==> src/rtl/arp_req_arbiter_pkg.sv <==
// Shared types and constants for the ARP lookup-port arbiter.
package arp_req_arbiter_pkg;

   localparam int IP_W   = 32;
   localparam int PORT_W = 4;
   localparam int MAC_W  = 48;

   localparam logic [1:0] ST_IDLE  = 2'd0;
   localparam logic [1:0] ST_ISSUE = 2'd1;
   localparam logic [1:0] ST_WAIT  = 2'd2;
   localparam logic [1:0] ST_RESP  = 2'd3;

   typedef enum logic {
      VD_HIT,
      VD_DEL
   } verdict_t;

endpackage

==> src/rtl/arp_req_arbiter_rr_arbiter.sv <==
// Round-robin picker: combinational grant from a registered
// priority pointer that moves past each granted requester.
module rr_arbiter #(
   parameter int NUM_REQ = 4,
   parameter int IDX_W   = $clog2(NUM_REQ)
) (
   input  logic               clk_net,
   input  logic               rst,
   input  logic [NUM_REQ-1:0] req,
   input  logic               upd,
   output logic [NUM_REQ-1:0] grant,
   output logic [IDX_W-1:0]   grant_idx
);

   localparam int SW = IDX_W + 1;

   logic [IDX_W-1:0] ptr;
   logic [SW-1:0]    s;
   logic [IDX_W-1:0] cand;
   logic             found;

   always_comb begin
      grant     = '0;
      grant_idx = '0;
      found     = 1'b0;
      s         = '0;
      cand      = '0;
      for (int k = 0; k < NUM_REQ; k++) begin
         s = {1'b0, ptr} + SW'(k);
         if (s >= SW'(NUM_REQ))
            s = s - SW'(NUM_REQ);
         cand = s[IDX_W-1:0];
         if (!found && req[cand]) begin
            found       = 1'b1;
            grant[cand] = 1'b1;
            grant_idx   = cand;
         end
      end
   end

   always_ff @(posedge clk_net or posedge rst) begin
      if (rst)
         ptr <= '0;
      else if (upd)
         ptr <= (grant_idx == IDX_W'(NUM_REQ - 1)) ?
                '0 : grant_idx + IDX_W'(1);
   end

endmodule

==> src/rtl/arp_req_arbiter.sv <==
// Shares one ARP cache lookup port among NUM_REQ channels,
// with per-requester holding registers and a response timeout.
module arp_req_arbiter
   import arp_req_arbiter_pkg::*;
#(
   parameter int NUM_REQ        = 4,
   parameter int TIMEOUT_CYCLES = 1024
) (
   input  logic                      clk_net,
   input  logic                      rst,
   input  logic [32*NUM_REQ-1:0]     req_ip,
   input  logic [4*NUM_REQ-1:0]      req_port,
   input  logic [NUM_REQ-1:0]        req_en,
   output logic [MAC_W-1:0]          resp_mac,
   output logic [NUM_REQ-1:0]        resp_mac_en,
   output logic [NUM_REQ-1:0]        resp_del_en,
   output logic [IP_W-1:0]           arp_ip_out,
   output logic [PORT_W-1:0]         arp_port_out,
   output logic                      arp_query_en,
   input  logic [MAC_W-1:0]          arp_mac_in,
   input  logic                      arp_hit_en,
   input  logic                      arp_miss_en
);

   localparam int IDX_W = $clog2(NUM_REQ);
   localparam int CNT_W = $clog2(TIMEOUT_CYCLES);

   logic [1:0]         state;
   logic [NUM_REQ-1:0] pending;
   logic [IP_W-1:0]    hold_ip   [NUM_REQ];
   logic [PORT_W-1:0]  hold_port [NUM_REQ];
   logic [IDX_W-1:0]   g;
   logic [CNT_W-1:0]   cnt;

   logic [NUM_REQ-1:0] gnt_oh;
   logic [IDX_W-1:0]   gnt_idx;
   logic               do_grant;
   logic [NUM_REQ-1:0] clr;
   logic [NUM_REQ-1:0] g_oh;
   logic               vd_go;
   verdict_t           vd;

   assign do_grant = (state == ST_IDLE) && (|pending);
   assign clr      = do_grant ? gnt_oh : '0;
   assign g_oh     = NUM_REQ'(1) << g;

   rr_arbiter #(
      .NUM_REQ (NUM_REQ),
      .IDX_W   (IDX_W)
   ) u_rr (
      .clk_net   (clk_net),
      .rst       (rst),
      .req       (pending),
      .upd       (do_grant),
      .grant     (gnt_oh),
      .grant_idx (gnt_idx)
   );

   // Miss wins over a simultaneous hit; timeout only without a strobe.
   always_comb begin
      vd_go = 1'b0;
      vd    = VD_DEL;
      if (state == ST_WAIT) begin
         if (arp_miss_en) begin
            vd_go = 1'b1;
         end else if (arp_hit_en) begin
            vd_go = 1'b1;
            vd    = VD_HIT;
         end else if (cnt == CNT_W'(TIMEOUT_CYCLES - 1)) begin
            vd_go = 1'b1;
         end
      end
   end

   always_ff @(posedge clk_net or posedge rst) begin
      if (rst) begin
         state        <= ST_IDLE;
         pending      <= '0;
         g            <= '0;
         cnt          <= '0;
         resp_mac     <= '0;
         resp_mac_en  <= '0;
         resp_del_en  <= '0;
         arp_ip_out   <= '0;
         arp_port_out <= '0;
         arp_query_en <= 1'b0;
         for (int i = 0; i < NUM_REQ; i++) begin
            hold_ip[i]   <= '0;
            hold_port[i] <= '0;
         end
      end else begin
         arp_query_en <= 1'b0;
         resp_mac_en  <= '0;
         resp_del_en  <= '0;
         // A new strobe in the grant cycle re-arms the slot.
         pending <= (pending & ~clr) | req_en;
         for (int i = 0; i < NUM_REQ; i++) begin
            if (req_en[i] && (!pending[i] || clr[i])) begin
               hold_ip[i]   <= req_ip[32*i +: 32];
               hold_port[i] <= req_port[4*i +: 4];
            end
         end
         case (state)
            ST_IDLE: begin
               if (do_grant) begin
                  g            <= gnt_idx;
                  arp_ip_out   <= hold_ip[gnt_idx];
                  arp_port_out <= hold_port[gnt_idx];
                  arp_query_en <= 1'b1;
                  state        <= ST_ISSUE;
               end
            end
            ST_ISSUE: begin
               cnt   <= '0;
               state <= ST_WAIT;
            end
            ST_WAIT: begin
               cnt <= cnt + CNT_W'(1);
               if (vd_go) begin
                  state <= ST_RESP;
                  if (vd == VD_HIT) begin
                     resp_mac    <= arp_mac_in;
                     resp_mac_en <= g_oh;
                  end else begin
                     resp_del_en <= g_oh;
                  end
               end
            end
            default: state <= ST_IDLE;
         endcase
      end
   end

endmodule
==> config.mk <==
export PLATFORM = sky130hd
export DESIGN_NAME = arp_req_arbiter
export DESIGN_NICKNAME = d
export VERILOG_FILES = /design/src/rtl/arp_req_arbiter_pkg.sv /design/src/rtl/arp_req_arbiter_rr_arbiter.sv /design/src/rtl/arp_req_arbiter.sv
export SDC_FILE = /design/constraint.sdc
export NUM_CORES = 1
export LEC_CHECK = 0
export CAP_MARGIN = 30
export CORE_MARGIN = 2
export CORE_UTILIZATION = 30
export CTS_BUF_LIST = sky130_fd_sc_hd__clkbuf_16
export CTS_CLUSTER_SIZE = 12
export DETAILED_ROUTE_END_ITERATION = 6
export GPL_ROUTABILITY_DRIVEN = 0
export SETUP_SLACK_MARGIN = 0.3
export SLEW_MARGIN = 20
export SYNTH_ARGS = -nofsm -noshare
export SYNTH_HDL_FRONTEND = slang
export SYNTH_SLANG_ARGS = --single-unit
==> constraint.sdc <==
create_clock -name clk_net -period 28.1 [get_ports clk_net]
set_clock_uncertainty 0.1 [all_clocks]
set_input_delay 5.62 -clock clk_net [delete_from_list [all_inputs] [get_ports clk_net]]
set_output_delay 5.62 -clock clk_net [all_outputs]
set_load 0.005 [all_outputs]
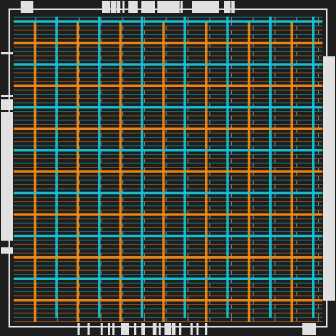
floorplan.png
Pins as bars on the die edge. Tap cells in gray.
Key: cyan = VDD; orange = VSS
14 straps on met4. 511 tap cells. 293 signal pins sit on the boundary. 14 straps on met5.

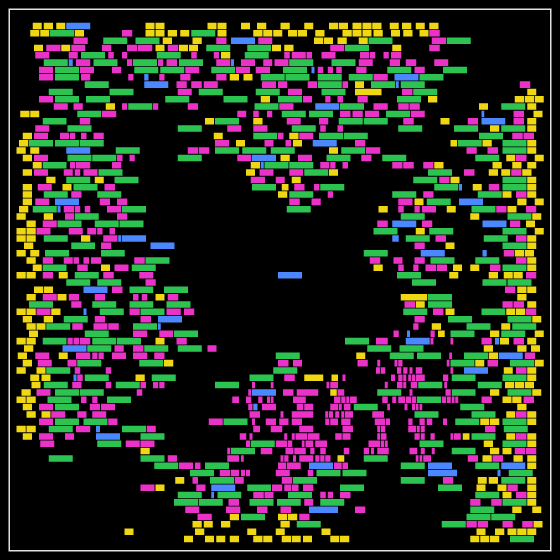
class_map.png
Key: yellow = remaining buffers and delay cells [cells 302, share of their area 20%]; magenta = remaining logic cells [cells 496, share of their area 32%]; blue = clock drivers and dummy loads [cells 52, share of their area 5.8%]; green = sequential cells [cells 257, share of their area 42%]

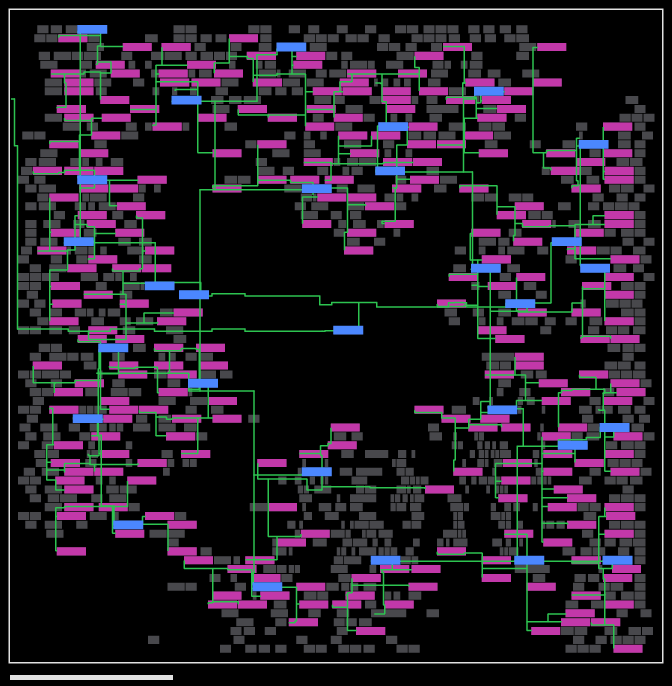
clock_wires.png
Scale bar: 50 µm.
Key: magenta = flip-flops [count 257]; green = clock wires [length 3,610 µm]; blue = clock-net drivers [count 29]
Position of the flops: widely spread. There are 30 routed clock nets.
Clock Power: 0.353 mW
Clk pwr share: 18.7%
clk latency late pin: 0.56 ns

==> out/metrics.csv <==
metric,value,unit
status,"complete, no violations",
placed_cells,1564,
cp.arrival,1.49,ns
ys_seq_share,55.57,%
setup.worst_path.end,arp_ip_out[6],
htreeDepth,1,
vdd_ir_drop_max,0.05103,mV
grtUsageMet1,20.05,%
port_buffers,292,
cp_cell_sequence,clkdlybuf4s50_1,
crit_path_max_incr_delay,0.53,ns
period_used_share,25.64,%
flop_cell,dfrtp_1,
place_ws,19.36,ns
tightestPinTransition,0.8834,ns
cts_buffer_depth,3,
powerComb,0.867,mW
wl_met3,1876,µm
chipArea,40170,µm²
ys_sh_xor,0.2270,%
p_seq,0.665,mW
hold_start,hold_ip[81]$_DFFE_PP0P_,
max-slew-margin-rel,41.10,%
synthCells,804,
report.final.hold_viol_count,0,
avgSynthCellArea,14.40,µm²
yosys.area_share.adder,1.297,%
syn_area,11570,µm²
p_comb_share,46.0,%
cp_max_fo,2,
crit_cells,1,
grt_overflow,0,
yosys_cells,804,
synthTopLogicFamily,multiplexers,
rows,71,
max_freq,0.1388,GHz
antenna_found_initial,1,
slew_viol_final,0,
yosys_area,11570,µm²
layout_top_cell,clkdlybuf4s50_1,
design_area,15810,µm²
holdWs,0.3912,ns
synth_cell_types,50,
clock-sinks,257,
numCtsBuffers,29,
use_met2,25.01,%
die_h,200.4,µm
ys_seq_elements,257,
timing.final.ws_setup,20.89,ns
rsz0062_at_grt,false,
grt_max_degree,131,
cp-start-kind,register,
hpwlAfterDp,20480,µm
final_cell_count_no_fill,1619,
yosys.area.top_type,dfrtp_1,
yosys-top-cells-area,"dfrtp_1 56%, mux2_2 12%, mux2_4 12%, mux2i_1 3.5%, a31oi_1 1.9%",
dr.pass1.iters,4,
fin_nets,1298,
path_clk_slew,0.06,ns
largest_reg_flops,128,
drc,0,
postSynth.asyncResetShare,100.0,%
p_switching,0.6206,mW
simple_gate_share,3.784,%
top_regs,"hold_ip x128, resp_mac x48, arp_ip_out x32",
fp-utilization,30.58,%
cts_resized,0,
final_cell_mix,"292 x clkdlybuf4s50_1, 257 x dfrtp_1, 125 x mux2_2, 90 x mux2_4, 40 x mux2i_1",
swShare,32.92,%
compound_area_share,6.378,%
cp_top_family,buffers and inverters,
reg2reg_depth,11,
ios,293,
period_minus_slack,7.205,ns
power_leakage,6.955,nW
top_register,hold_ip,
worstSetupPathType,register to primary output,
maxCapViolations,0,
drt-initial-drc-count,253,
warnings,37,
core,37840,µm²
place_area,14880,µm²
cts-root-buf,clkbuf_16,
ys.warnings.count,0,
cp-end-kind,primary output,
grt_pass1_wl,47930,µm
die_w,200.4,µm
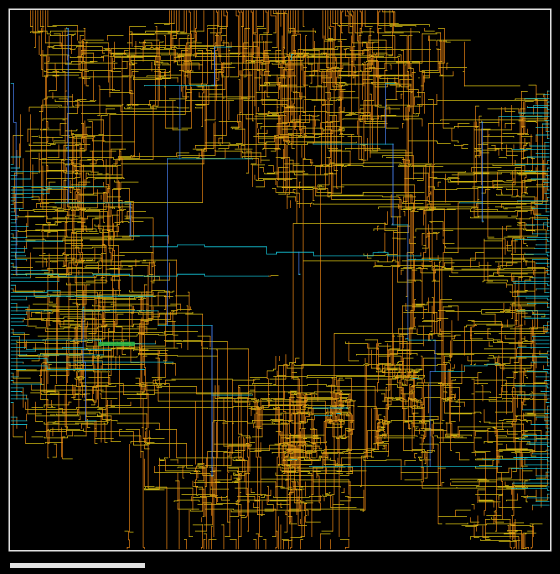
layers.png
Scale bar: 50 µm.
Key: yellow = M1 [wire length 13,700 µm]; cyan = M3 [wire length 1,880 µm]; green = M5 [wire length 12.0 µm]; blue = M4 [wire length 539 µm]; orange = M2 [wire length 14,300 µm]
DR WL/cell: 18.82 µm
vias post-DR: 7,520
Overall Global Routing Usage: 15.09%
Post-Route WL: 30,460 µm

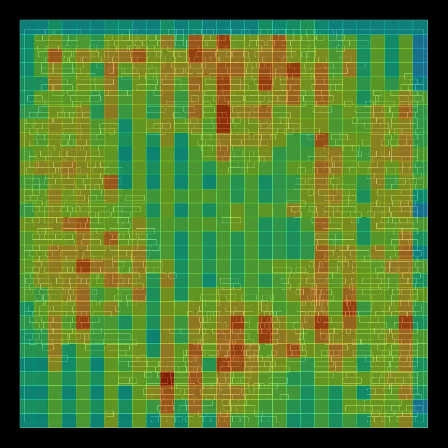
congestion_map.png
post-layout util: 41.78%
grt peak-use layer: met2
GR Layer Usage met3: 3.815%

## area by class of cell
class / count / area [µm²] / share of cell area [%]
clock buffers: 29 / 725.7 / 4.590
multi-input cells: 482 / 4751 / 30.05
diodes: 1 / 2.502 / 0.01583
flip-flops and latches: 257 / 6431 / 40.68
repair buffers: 302 / 3050 / 19.29
inverters: 14 / 60.06 / 0.3799
clock inverters: 23 / 150.1 / 0.9497
well taps: 511 / 639.4 / 4.044
## worst min-delay path by stage
stage | endpoint | slack [ns] | cells after the start
3_5_place_dp | hold_ip[81]$_DFFE_PP0P_ | 0.38 | 1
2_1_floorplan | hold_ip[65]$_DFFE_PP0P_ | 0.36 | 1
5_1_grt | resp_mac[9]$_DFFE_PP0P_ | 0.41 | 1
6_report | hold_ip[81]$_DFFE_PP0P_ | 0.39 | 1
4_1_cts | hold_ip[87]$_DFFE_PP0P_ | 0.39 | 1
3_3_place_gp | hold_ip[82]$_DFFE_PP0P_ | 0.37 | 1
## Yosys cell counts (all sizes together) (2+ instances only)
library cell / number
or2b: 2
nor3: 5
nand2: 26
mux2i: 40
o21ai: 15
a31oi: 36
inv: 14
or2: 2
dfrtp: 257
xor2: 2
mux2: 231
clkbuf: 17
o221ai: 3
nor2: 18
mux4: 2
buf: 34
o22ai: 36
nand3b: 2
o21a: 2
a221oi: 5
ha: 12
nand2b: 6
nand3: 9
o31ai: 3
nor3b: 4
a21oi: 6
a21o: 2
nor2b: 2
## worst register-to-register path, delay by kind of cell (launching register included)
family | cells | cell delay (ns)
buffers and inverters | 3 | 1.34
AND/OR/NAND/NOR | 2 | 0.16
adder cells (fa/ha/maj) | 2 | 0.87
flip-flops | 1 | 0.76
AND-OR/OR-AND | 3 | 0.76
multiplexers | 1 | 0.46
Power is estimated from default activity; no workload was simulated.
